==> config.mk <==
export PLATFORM = sky130hd
export DESIGN_NAME = key_debouncer
export DESIGN_NICKNAME = d
export VERILOG_FILES = /design/src/rtl/key_debouncer_pkg.sv /design/src/rtl/key_debouncer_channel.sv /design/src/rtl/key_debouncer.sv
export SDC_FILE = /design/constraint.sdc
export NUM_CORES = 1
export LEC_CHECK = 0
export CORE_ASPECT_RATIO = 1.75
export CORE_UTILIZATION = 59
export DETAILED_ROUTE_END_ITERATION = 12
export GPL_TIMING_DRIVEN = 0
export PLACE_DENSITY = 0.88
export SLEW_MARGIN = 5
export SYNTH_ARGS = -nofsm -noshare
export SYNTH_HDL_FRONTEND = slang
export SYNTH_HIERARCHICAL = 1
export SYNTH_SLANG_ARGS = --single-unit
==> constraint.sdc <==
create_clock -name clk -period 2.2 [get_ports clk]
set_clock_uncertainty 0.1 [all_clocks]
set_input_delay 0.44 -clock clk [delete_from_list [all_inputs] [get_ports clk]]
set_output_delay 0.44 -clock clk [all_outputs]
set_load 0.1 [all_outputs]
run_1/gate_families.png
Scale: 4 px per um.
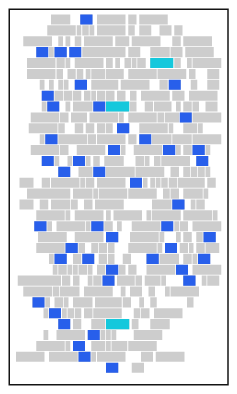
family	color	cells
AND-OR and OR-AND gates	cyan	3
XOR/XNOR gates	blue	45
most frequently placed logic cell in the final layout: sky130_fd_sc_hd__dfxtp_1
Comb area share: 0.444

run_1/zoom.png
Window x 28 to 53, y 58 to 83 um. Cells in gray, sequential cells in the stronger gray; small squares are vias.
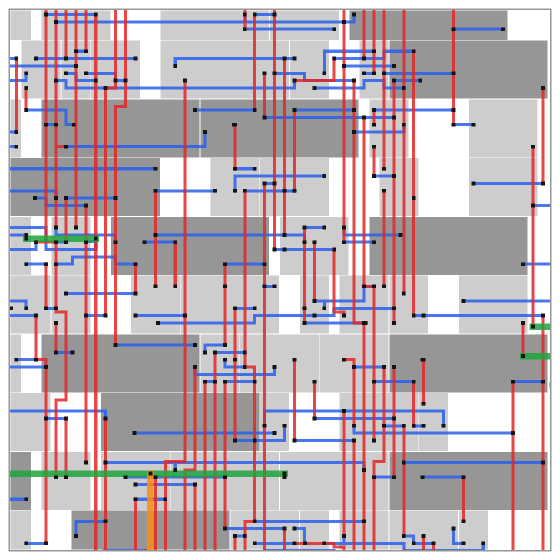
layer	color
met1	blue
met4	orange
met2	red
met3	green
cells with their middle in the window	53
sequential cells in the window	12
most frequent	dfxtp_1 (12), nor2_1 (5)

run_1/met1.png
Scale: 4 px per um.
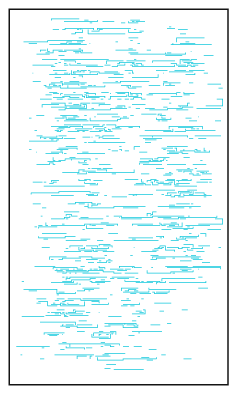
longest straight run	15.2 um
main direction	horizontal
nets with wire on the layer	306
wire length on this layer	2170 um
share of all routed wire	40%
wire length after detailed routing: 5400 um
total via count in the routed design: 2164

==> impl_metrics.tcl, run 1 <==
# metrics dict for downstream scripts
set metrics [dict create \
    cts_inserted_buffers 9 \
    dp_worst_setup_slack_ns -0.114 \
    cell_internal_pwr_uw 2030 \
    max_freq_mhz 469 \
    synth.distinct_cells 22 \
    timing.final.max_slew_violations 0 \
    final_core_util 0.705 \
    finalWorstSetupSlack_ns 0.0658 \
    synth.area.top_cells "sky130_fd_sc_hd__dfxtp_1, sky130_fd_sc_hd__xnor2_1, sky130_fd_sc_hd__nor2_1, sky130_fd_sc_hd__xor2_1, sky130_fd_sc_hd__nand4_1" \
    worst_skew_pair.late_latency_ns 0.34 \
    crit_path_cell_chain "dlygate4sd2_1" \
    rsz0062_at_grt "false" \
    antennaDiodeCount 0 \
    cts-htree-levels 3 \
    met2RoutedLength_um 3010 \
    worst_hold_slack_ns 0.309 \
    worstHoldPathType "reg -> reg" \
    final.min_clock_period_ns 2.13 \
    yosys_warnings 6 \
    antenna_found_initial 0 \
    largest_delay_contributor_family_on_the_critical_path "buffers and inverters" \
    tritoncts "done" \
    area.growth.synth_to_final_pct 15.4 \
    number_of_drc_markers_after_the_initial_detailed_route_iteration 36 \
    netlist.area_leader.share 0.468 \
    hold_viol 0 \
    die_height_um 93.5 \
    timing.critical_path.required_ns 1.66 \
    powerClk_uw 1250 \
    clk_pin_slew_ns 0.07 \
    worst-r2r-setup-slack_ns 0.32 \
    power.combinational.total_uw 33.7 \
    gr-usage-all-layers 0.242 \
    die-width_um 54.3 \
    drt_drc_violations_left 0 \
    vdd_drop_max_uv 806 \
    seq-power_uw 1210 \
    first_pass_iters 4 \
    total_of_flip_flops_plus_latches_after_synthesis 66 \
    timing.critical_path.slowest_cell_delay_ns 0.87 \
    grt_start_max_net_pins 16 \
    post_synth_instance_area_sq_um 2820 \
    netlist.top_cell.by_area "sky130_fd_sc_hd__dfxtp_1" \
    critical_path.endpoint_type "output port" \
    ios 14 \
    critical_path_cell_count 1 \
    power.share.switching 0.186 \
    top_power_group "the clock network" \
    pwr_density_cell_nw_per_um2 765 \
    grt_pass1_vias 2092 \
    n_fill_cell 352 \
    r2r.worst_path.cells 5 \
    combPwrFrac 0.014 \
    final_layout_size_suffix_gt1_frac 0.122 \
    static-leakage-power_uw 0.00117 \
    gr-max-usage-layer "met2" \
    m1WireLength_um 2170 \
    timing.max_cap.violations 0 \
    postSynthAreaPerCell_sq_um 9.41 \
    mostFrequentLayoutCells "sky130_fd_sc_hd__dfxtp_1, sky130_fd_sc_hd__nor2_1, sky130_fd_sc_hd__xnor2_1" \
    setup-tns-final_ns 0 \
    dp_hpwl_um 3770 \
    routed_via_density 5.68 \
    worst-path-max-fanout 4 \
    grt_pass1_wl_um 8910 \
    placement_rows 33 \
    timing.slew.headroom 0.360 \
    largest_register_ffs 51 \
    drt-wirelength-per-cell_um 14.2 \
    worst_setup_path_start_kind "register" \
    global_route.usage.met3 0.0634 \
    final.period_utilization 0.970 \
    floorplan.die_area_sq_um 5080 \
    dr_wl_met3_um 118 \
    post-cts-setup-buffers 0 \
    cts.root.buffer_cell "sky130_fd_sc_hd__clkbuf_8" \
    slowest_stage "sky130_fd_sc_hd__dlygate4sd2_1" \
    floorplan.core_util 0.610 \
    run_status "finished, final reports clean" \
    path_buffers 1 \
    floorplan.core_area_sq_um 4620 \
    filler_free_cell_count_of_the_finished_design 381 \
    cts_max_path_buffers 2 \
    synthesis.nets 308 \
    min_path_cells 1 \
    power.sequential.fraction 0.484 \
    fin_nets 332 \
    count_of_mapped_cells_out_of_synthesis 300 \
    postPlaceCellArea_sq_um 3020 \
    postRouteAntennaNets 0 \
    critical_path_arrival_ns 1.59 \
    met1_usage 0.252 \
    gp_routability_congestion 0.825 \
    yosys_cells 300 \
    dr.max_layer_used "met4" \
    warning_count 26 \
    synth.yosys.chip_area_sq_um 2820 \
    met2_usage 0.421 \
    setup_viol 0 \
    port_buffers 13 \
    finish.instance_area_sq_um 3260 \
    grt_remaining_overflow 0 \
    tightest_slew_ns 0.965 \
    clockPowerShare 0.503 \
    seq_area_frac_synth 0.468 \
    critPathKind "reg -> out" \
    cts_sinks 66 \
    power_total_uw 2490 \
    place_inst 365 \
    power.net_switching_uw 462 \
]
[run 1: kinds of logic (layout without fill, tap and decap cells)]
logic type / Yosys count / in the layout / share of synthesized area
compound gates: 9 / 9 / 0.0279
xor+xnor: 45 / 45 / 0.140
fa+ha+maj: 3 / 3 / 0.0133
buf+inv: 9 / 38 / 0.0199
flops: 66 / 66 / 0.468
simple gates: 168 / 168 / 0.331
[run 1: cell type report]
type                       instances  area (sq um)  area share
sequential                        66          1320       0.406
buffer                             3          33.8      0.0104
clock inverter                     5           100      0.0307
timing repair buffer              13           119      0.0365
multi-input combinational        225          1450       0.444
clock buffer                      11           151      0.0465
inverter                           6          22.5     0.00691
tap                               52          65.1      0.0200
[run 1: repair_timing]
action	in CTS	in global routing
hold endpoints to repair	0	0
resized	9	0
hold buffers	0	0
endpoints found under the setup margin	9	0
[run 1: synthesized netlist by cell type]
master,instances
sky130_fd_sc_hd__dfxtp_1,66
sky130_fd_sc_hd__nor4_1,15
sky130_fd_sc_hd__nor3_2,3
sky130_fd_sc_hd__and2_1,3
sky130_fd_sc_hd__nand2_1,15
sky130_fd_sc_hd__nand4_1,15
sky130_fd_sc_hd__nand3_1,18
sky130_fd_sc_hd__or2_2,9
sky130_fd_sc_hd__nor3_1,15
sky130_fd_sc_hd__xor2_1,15
sky130_fd_sc_hd__nor2_1,51
sky130_fd_sc_hd__and3_1,12
sky130_fd_sc_hd__or4b_1,3
sky130_fd_sc_hd__buf_6,3
sky130_fd_sc_hd__inv_1,6
sky130_fd_sc_hd__or4b_4,3
sky130_fd_sc_hd__nor3b_4,3
sky130_fd_sc_hd__ha_1,3
sky130_fd_sc_hd__a21oi_1,6
sky130_fd_sc_hd__and4_1,3
sky130_fd_sc_hd__a21bo_4,3
sky130_fd_sc_hd__xnor2_1,30
## Run 2: what changed since run 1
- SYNTH_HIERARCHICAL: 1 -> unset
run_2/gate_families.png
Scale: 4 px per um.
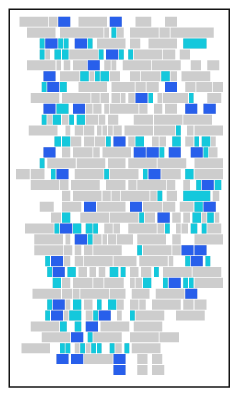
family	color	cells	where
XOR/XNOR gates	blue	45	all over the die
NOR gates	cyan	89	all over the die
Comb area share: 0.433
filler-free cell count of the finished design: 403

run_2/zoom.png
Window x 28 to 53, y 58 to 83 um. Cells in gray, sequential cells in the stronger gray; small squares are vias.
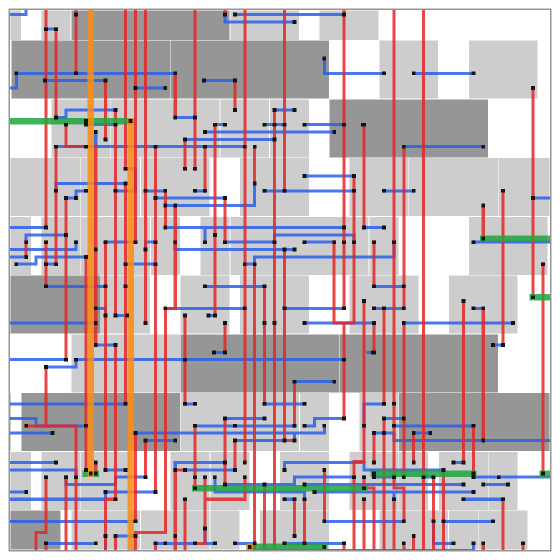
layer	color
met2	red
met1	blue
met4	orange
met3	green
most frequent	dfxtp_1 (9), nor2_1 (7)
cells with their middle in the window	58
sequential cells in the window	9

==> impl_metrics.tcl, run 2 <==
# metrics dict for downstream scripts
set metrics [dict create \
    run_status "finished, final reports clean" \
    synth.area.top_cells "sky130_fd_sc_hd__dfxtp_1, sky130_fd_sc_hd__xnor2_1, sky130_fd_sc_hd__nor2_1, sky130_fd_sc_hd__nor4_1, sky130_fd_sc_hd__xor2_1" \
    timing.max_cap.violations 0 \
    netlist.area_leader.share 0.462 \
    design.seq.count 66 \
    cts.root.buffer_cell "sky130_fd_sc_hd__clkbuf_8" \
    yosys_cells 319 \
    placement_rows 33 \
    max_freq_mhz 470 \
    dp_hpwl_um 3770 \
    hold_viol 0 \
    timing.final.max_slew_violations 0 \
    floorplan.die_area_sq_um 5140 \
    postPlaceCellArea_sq_um 3050 \
    wl_um 5600 \
    count_of_mapped_cells_out_of_synthesis 319 \
    antenna_found_initial 0 \
    drt-wirelength-per-cell_um 13.9 \
    cell_internal_pwr_uw 1890 \
    critPathKind "reg -> out" \
    setup_viol 0 \
    synthArstFlopShare 0 \
    synthesis.nets 327 \
    seq_share 0.396 \
    grt_remaining_overflow 0 \
    total_of_flip_flops_plus_latches_after_synthesis 66 \
    floorplan.core_util 0.612 \
    drt_drc_violations_left 0 \
    critical_path.endpoint_type "output port" \
    power_total_uw 2370 \
    synth-edff-count 0 \
    cts_sinks 66 \
    grt_pass1_vias 2132 \
    grt_start_max_net_pins 13 \
    power.share.switching 0.203 \
    power.sequential.fraction 0.510 \
    seq_area_frac_synth 0.462 \
    n_tap_cell 52 \
    most_common_cell "sky130_fd_sc_hd__dfxtp_1" \
    final_layout_size_suffix_gt1_frac 0.148 \
    layout_top_cell "sky130_fd_sc_hd__dfxtp_1" \
    clockPowerShare 0.476 \
    worst_skew_pair.late_latency_ns 0.34 \
    synth.yosys.chip_area_sq_um 2860 \
    worstHoldPathType "reg -> reg" \
    power.net_switching_uw 481 \
    clk_pin_slew_ns 0.07 \
    ios 14 \
    timing.slew.headroom 0.356 \
    n_fill_cell 345 \
    tightest_slew_ns 0.970 \
    number_of_drc_markers_after_the_initial_detailed_route_iteration 79 \
    vdd_drop_max_uv 690 \
    logic_gates 230 \
    final.min_clock_period_ns 2.13 \
    worst-r2r-setup-slack_ns 0.08 \
    timing.critical_path.required_ns 1.66 \
    cts-htree-levels 3 \
    first_pass_iters 4 \
    final.period_utilization 0.968 \
    warning_count 26 \
    buffer_area_frac 0.0750 \
    area.growth.synth_to_final_pct 16.8 \
    grt_pass1_wl_um 9030 \
    die-width_um 54.6 \
    postRouteAntennaNets 0 \
    tritoncts "done" \
    cts_max_path_buffers 2 \
    mi_logic_area_sq_um 1440 \
    finish.instance_area_sq_um 3340 \
    netlist_top_cells_count "sky130_fd_sc_hd__dfxtp_1, sky130_fd_sc_hd__nor2_1, sky130_fd_sc_hd__xnor2_1, sky130_fd_sc_hd__nand3_1, sky130_fd_sc_hd__nor4_1" \
    postSynthAreaPerCell_sq_um 8.96 \
    static-leakage-power_uw 0.00104 \
    worst-path-max-fanout 1 \
    netlist.top_cell.by_area "sky130_fd_sc_hd__dfxtp_1" \
    synth.distinct_cells 37 \
    critical_path_arrival_ns 1.59 \
    inverters_excl_clock 8 \
    yosys_warnings 0 \
    die_height_um 94.1 \
    pwr_density_cell_nw_per_um2 709 \
    r2r.worst_path.cells 6 \
    routed-via-count 2312 \
    gr-usage-all-layers 0.245 \
    final.signal_buffer_count 31 \
    min_path_cells 1 \
    worst_setup_path_start_kind "register" \
    largest_cell_class_by_area "multi-input combinational cells" \
    mostFrequentLayoutCells "sky130_fd_sc_hd__dfxtp_1, sky130_fd_sc_hd__nor2_1, sky130_fd_sc_hd__xnor2_1" \
    fin_nets 354 \
    routed_via_density 5.74 \
    antennaDiodeCount 0 \
    number_of_clock_tree_buffers_in_the_layout 10 \
    cts_inserted_buffers 9 \
    layout.area.seq_sq_um 1320 \
    synth_top_flop_cell "sky130_fd_sc_hd__dfxtp_1" \
    combPwrFrac 0.014 \
    gp_routability_congestion 0.855 \
    largest_register_ffs 51 \
    clock_tree_area_fraction 0.0682 \
    cts.hold.buffers_added 0 \
    post_synth_instance_area_sq_um 2860 \
    place_inst 384 \
    port_buffers 13 \
    floorplan.core_area_sq_um 4670 \
]
[run 2: repair_timing]
| item | CTS | global route |
|---|---|---|
| setup buffers | 0 | 3 |
| gates resized | 16 | 6 |
| pin swaps | 0 | 3 |
| setup endpoints to repair | 19 | 31 |
[run 2: kinds of logic (layout without fill, tap and decap cells)]
| kind of cell | Yosys count | after routing | synth area share |
|---|---|---|---|
| DFF | 66 | 66 | 0.462 |
| adders and majority gates | 3 | 3 | 0.0131 |
| AOI/OAI and AO/OA | 15 | 15 | 0.0381 |
| and+or+nand+nor | 167 | 167 | 0.302 |
| buffers and inverters | 23 | 55 | 0.0468 |
| xor gates and xnor gates | 45 | 45 | 0.138 |
[run 2: metal layers]
metal	vias up	track usage	wire, um	share of wire
met3	12	0.0761	144	0.026
met2	40	0.427	3080	0.55
met4	0	0.109	139	0.025
met5	-	0	0	0
li1	1151	-	-	-
met1	1109	0.251	2240	0.40
[run 2: metrics by stage]
step | utilization | TNS (ns) | hold WS, ns | worst slack (ns)
floorplan | - | 0 | 0.289 | 0.142
global placement | 0.654 | -0.927 | 0.294 | -0.0954
detailed placement | 0.654 | -0.970 | 0.295 | -0.109
CTS | 0.704 | 0 | 0.312 | 0.0122
global route | 0.715 | -0.00515 | 0.331 | -0.00355
finish | 0.715 | 0 | 0.307 | 0.0701
[run 2: power groups by stage]
stage                     sequential [uW]  combinational, uW  clock (uW)
final                                1210               34.1        1130
after global routing                 1210               37.2        1200
after CTS                            1210               31.1        1150
after detailed placement             1230               30.9           0
after global placement               1230               30.2           0
after floorplan                      1230               17.1           0
[run 2: critical path: stages (launching register included)]
cell	delay [ns]
sky130_fd_sc_hd__dfxtp_1	0.31
sky130_fd_sc_hd__buf_4	0.09
sky130_fd_sc_hd__dlygate4sd2_1	0.84
Power is estimated from default activity; no workload was simulated.
